### config.mk
export PLATFORM = sky130hd
export DESIGN_NAME = noc_inject_arbiter
export DESIGN_NICKNAME = d
export VERILOG_FILES = /design/src/rtl/noc_pkg.sv /design/src/rtl/rr_arbiter.sv /design/src/rtl/noc_inject_arbiter.sv
export SDC_FILE = /design/constraint.sdc
export NUM_CORES = 1
export LEC_CHECK = 0
export ABC_AREA = 1
export CAP_MARGIN = 10
export CORE_UTILIZATION = 38
export CTS_CLUSTER_SIZE = 10
export DETAILED_ROUTE_END_ITERATION = 12
export PLACE_DENSITY = 0.9
export REMOVE_ABC_BUFFERS = 1
export SLEW_MARGIN = 25
export SYNTH_ARGS = -nofsm -noshare
export SYNTH_HDL_FRONTEND = slang
export SYNTH_SLANG_ARGS = --single-unit
export TNS_END_PERCENT = 30
### constraint.sdc
create_clock -name clk -period 2.9 [get_ports clk]
set_input_delay 0.435 -clock clk [delete_from_list [all_inputs] [get_ports clk]]
set_output_delay 0.435 -clock clk [all_outputs]
set_load 0.01 [all_outputs]
### src/rtl/noc_pkg.sv
// Shared NoC definitions: flit layout, default widths and the output-stage state encoding.
package noc_pkg;

   localparam int unsigned NUM_REQ       = 4;
   localparam int unsigned IDX_WIDTH     = 2;
   localparam int unsigned ADDRESS_WIDTH = 2;
   localparam int unsigned DATA_WIDTH    = 32;
   localparam int unsigned TOTAL_WIDTH   = 35;

   // Flit field positions; bits above the destination are carried untouched
   localparam int unsigned DATA_LSB   = 0;
   localparam int unsigned DEST_LSB   = DATA_WIDTH;
   localparam int unsigned RSVD_WIDTH = TOTAL_WIDTH - ADDRESS_WIDTH - DATA_WIDTH;

   typedef struct packed {
      logic [RSVD_WIDTH-1:0]    rsvd;
      logic [ADDRESS_WIDTH-1:0] dest;
      logic [DATA_WIDTH-1:0]    data;
   } flit_t;

   typedef enum logic {
      EMPTY = 1'b0,
      FULL  = 1'b1
   } out_state_e;

endpackage

### src/rtl/rr_arbiter.sv
// Combinational round-robin arbiter: first asserted request at or above ptr (modulo NumReq) wins.
module rr_arbiter #(
   parameter int unsigned NumReq   = 4,
   parameter int unsigned IdxWidth = 2
) (
   input  logic [NumReq-1:0]   req,
   input  logic [IdxWidth-1:0] ptr,
   output logic [NumReq-1:0]   grant,
   output logic [IdxWidth-1:0] grant_idx,
   output logic                grant_valid
);

   int unsigned cand;

   // Walk priority offsets from ptr; constant-index compare keeps non-power-of-2 sizes clean
   always_comb begin
      grant       = '0;
      grant_idx   = '0;
      grant_valid = 1'b0;
      cand        = 0;
      for (int unsigned i = 0; i < NumReq; i++) begin
         cand = 32'(ptr) + i;
         if (cand >= NumReq) begin
            cand = cand - NumReq;
         end
         for (int unsigned j = 0; j < NumReq; j++) begin
            if (!grant_valid && (j == cand) && req[j]) begin
               grant[j]    = 1'b1;
               grant_idx   = IdxWidth'(j);
               grant_valid = 1'b1;
            end
         end
      end
   end

endmodule

### src/rtl/noc_inject_arbiter.sv
// Round-robin injection arbiter feeding one router port through a registered output stage.
// Optional per-requester grant and stall counters: define NOC_INJECT_ARB_STATS_EN.
module noc_inject_arbiter
   import noc_pkg::*;
#(
   parameter int unsigned NumReq       = NUM_REQ,
   parameter int unsigned IdxWidth     = IDX_WIDTH,
   parameter int unsigned AddressWidth = ADDRESS_WIDTH,
   parameter int unsigned DataWidth    = DATA_WIDTH,
   parameter int unsigned TotalWidth   = TOTAL_WIDTH
) (
   input  logic                         clk,
   input  logic                         rst,
   input  logic [NumReq*TotalWidth-1:0] i_data,
   input  logic [NumReq-1:0]            i_data_valid,
   output logic [NumReq-1:0]            o_data_ready,
   output logic [TotalWidth-1:0]        o_data,
   output logic                         o_data_valid,
   input  logic                         i_data_ready,
   output logic [IdxWidth-1:0]          o_grant_id
`ifdef NOC_INJECT_ARB_STATS_EN
   ,
   output logic [NumReq*32-1:0]         o_grant_count,
   output logic [31:0]                  o_stall_cycles
`endif
);

   if (TotalWidth < AddressWidth + DataWidth) begin : g_bad_width
      $error("noc_inject_arbiter: TotalWidth too small for dest and data fields");
   end

   out_state_e              state_q, state_d;
   logic [TotalWidth-1:0]   data_q, data_d;
   logic [IdxWidth-1:0]     gid_q, gid_d;
   logic [IdxWidth-1:0]     ptr_q, ptr_d;

   logic [NumReq-1:0]       win;
   logic [IdxWidth-1:0]     win_idx;
   logic                    win_valid;
   logic                    can_load;
   logic                    xfer;

   rr_arbiter #(
      .NumReq   (NumReq),
      .IdxWidth (IdxWidth)
   ) u_rr_arbiter (
      .req         (i_data_valid),
      .ptr         (ptr_q),
      .grant       (win),
      .grant_idx   (win_idx),
      .grant_valid (win_valid)
   );

   // A held flit leaving this cycle frees the register for a same-edge reload
   assign can_load     = (state_q == EMPTY) | (i_data_ready & o_data_valid);
   assign o_data_ready = rst ? '0 : (win & {NumReq{can_load}});
   assign xfer         = win_valid & can_load & ~rst;

   assign o_data       = data_q;
   assign o_data_valid = (state_q == FULL);
   assign o_grant_id   = gid_q;

   always_ff @(posedge clk) begin
      if (rst) begin
         state_q <= EMPTY;
         data_q  <= '0;
         gid_q   <= '0;
         ptr_q   <= '0;
      end else begin
         state_q <= state_d;
         data_q  <= data_d;
         gid_q   <= gid_d;
         ptr_q   <= ptr_d;
      end
   end

   always_comb begin
      state_d = state_q;
      data_d  = data_q;
      gid_d   = gid_q;
      ptr_d   = ptr_q;
      if (xfer) begin
         state_d = FULL;
         gid_d   = win_idx;
         ptr_d   = (win_idx == IdxWidth'(NumReq - 1)) ? '0 : win_idx + IdxWidth'(1);
         for (int unsigned k = 0; k < NumReq; k++) begin
            if (win[k]) begin
               data_d = i_data[k*TotalWidth +: TotalWidth];
            end
         end
      end else if ((state_q == FULL) && i_data_ready) begin
         state_d = EMPTY;
      end
   end

`ifdef NOC_INJECT_ARB_STATS_EN
   logic [31:0] grant_cnt_q [NumReq];
   logic [31:0] stall_cnt_q;

   // Free-running counters, wrapping naturally at 2^32
   always_ff @(posedge clk) begin
      if (rst) begin
         for (int unsigned k = 0; k < NumReq; k++) begin
            grant_cnt_q[k] <= '0;
         end
         stall_cnt_q <= '0;
      end else begin
         for (int unsigned k = 0; k < NumReq; k++) begin
            if (o_data_ready[k] & i_data_valid[k]) begin
               grant_cnt_q[k] <= grant_cnt_q[k] + 32'd1;
            end
         end
         if (o_data_valid & ~i_data_ready) begin
            stall_cnt_q <= stall_cnt_q + 32'd1;
         end
      end
   end

   for (genvar g = 0; g < NumReq; g++) begin : g_cnt_out
      assign o_grant_count[g*32 +: 32] = grant_cnt_q[g];
   end
   assign o_stall_cycles = stall_cnt_q;
`endif

endmodule
==> images/placed.png <==
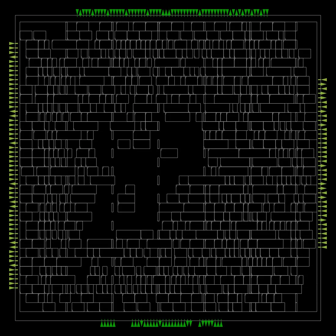
core area: 7770 um^2
final core occ: 71.8%
sequential share of cell area: 14.5%
fill cell count: 610

==> images/route_heat.png <==
18 x 18 tiles, from dark blue (low) to red (high), scaled to the fullest tile. Values are wire area over tile area, all layers added.
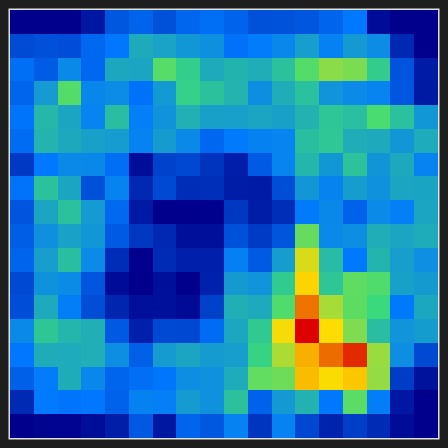
fullest tile	0.90
mean over tiles	0.26
tiles over half the peak	9.6%

==> results_slide.txt <==
Flow Results at a Glance

Synthesis
  • Post-synth seq share: 26.2%
  • Top cells by area: nand2_1 (28%), dfxtp_1 (26%), a21oi_2 (8.3%), nand3_1 (7.4%), a21oi_1 (7.0%)
  • Post-synth EDFFs: 0
  • Post-synth top area cell: nand2_1
  • Ys cells: 518
  • Top cell types by occurrence after synthesis: nand2_1 (228), nand3_1 (45), a21oi_1 (43)

Place
  • Placed cell area: 5070 um^2
  • Post-DP HPWL: 8270 um

Worst hold path
  • Hold Startpoint: o_grant_id[0]$_SDFFE_PP0P_
  • Worst Hold End: o_grant_id[0]$_SDFFE_PP0P_

Power and ir drop
  • Switching Fraction: 47.1%
  • Logic power comb: 2.94 mW
  • Combinational power share: 69.1%
  • P_seq: 0.806 mW
  • Sequential share of power: 18.9%
  • Leakage power: 2.53 nW

Layout
  • Area-dominant class: non-clock buffers
  • Clkbuf count: 7
  • Top logic cell by instance count in the layout: nand2_1

Clocking
  • Post-CTS Setup Bufs: 16
  • H-tree depth: 2
  • CTS Hold Bufs: 0

Critical path
  • Arr. time, crit path: 3.21 ns
  • Kind of critical path: reg -> reg
  • Worst r2r path cells: 20
  • CP dominant cell by count: buf_4
  • Worst setup path endpoint: o_grant_id[0]$_SDFFE_PP0P_
  • Delay of the slowest critical-path stage: 0.43 ns

Final timing
  • RSZ-0062 raised after global routing: yes
  • Max Transition Viols Final: 0
  • Clock skew: 0.00422 ns
  • Final Hold Vio Count: 0
  • Setup WS post-layout: -0.0762 ns
  • Final setup fails: 2

Outcome
  • Outcome: finished with violations
  • Violated checks: negative setup slack

Floorplan
  • FP Core Util: 39.4%
  • TAP cells: 102
  • IO Pins: 189

Route
  • 1st-iter DRT viols: 268

Global routing
  • First-pass GRT wire length: 19500 um
==> images/clock_wires.png <==
The bar under the picture is 20 um long.
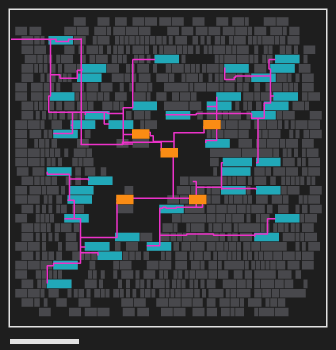
[magenta] clock wires | length: 562 um
[cyan] flip-flops | count: 40
[orange] clock-net drivers | count: 5
routed clock nets	6
Clock Power: 0.510 mW
clock share of power: 12.0%

logic make-up after synthesis:
logic type | count (synthesis) | share of synthesized area [%]
and+or+nand+nor | 312 | 41.9
AOI/OAI and AO/OA | 112 | 22.4
buffers and inverters | 54 | 9.48
DFF | 40 | 26.2
per-stage QoR:
step	hold slack [ns]	utilization [%]	setup TNS, ns	instances	power [mW]
after floorplan	0.497	-	-5.79	485	2.27
after global placement	0.466	65.3	-2.95	799	3.29
after detailed placement	0.479	65.3	-10.77	799	3.38
after CTS	0.491	69.3	0	823	4.06
after global routing	0.516	71.8	-1.17	829	4.59
final	0.484	71.8	-0.0789	829	4.26
state kept, by name (all words and copies together) (netlist names):
signal and cells:
o_data 35, ptr_q 2, o_data_valid 1, o_grant_id 2
Power figures rest on the tool's default switching activity, not on a simulated workload.
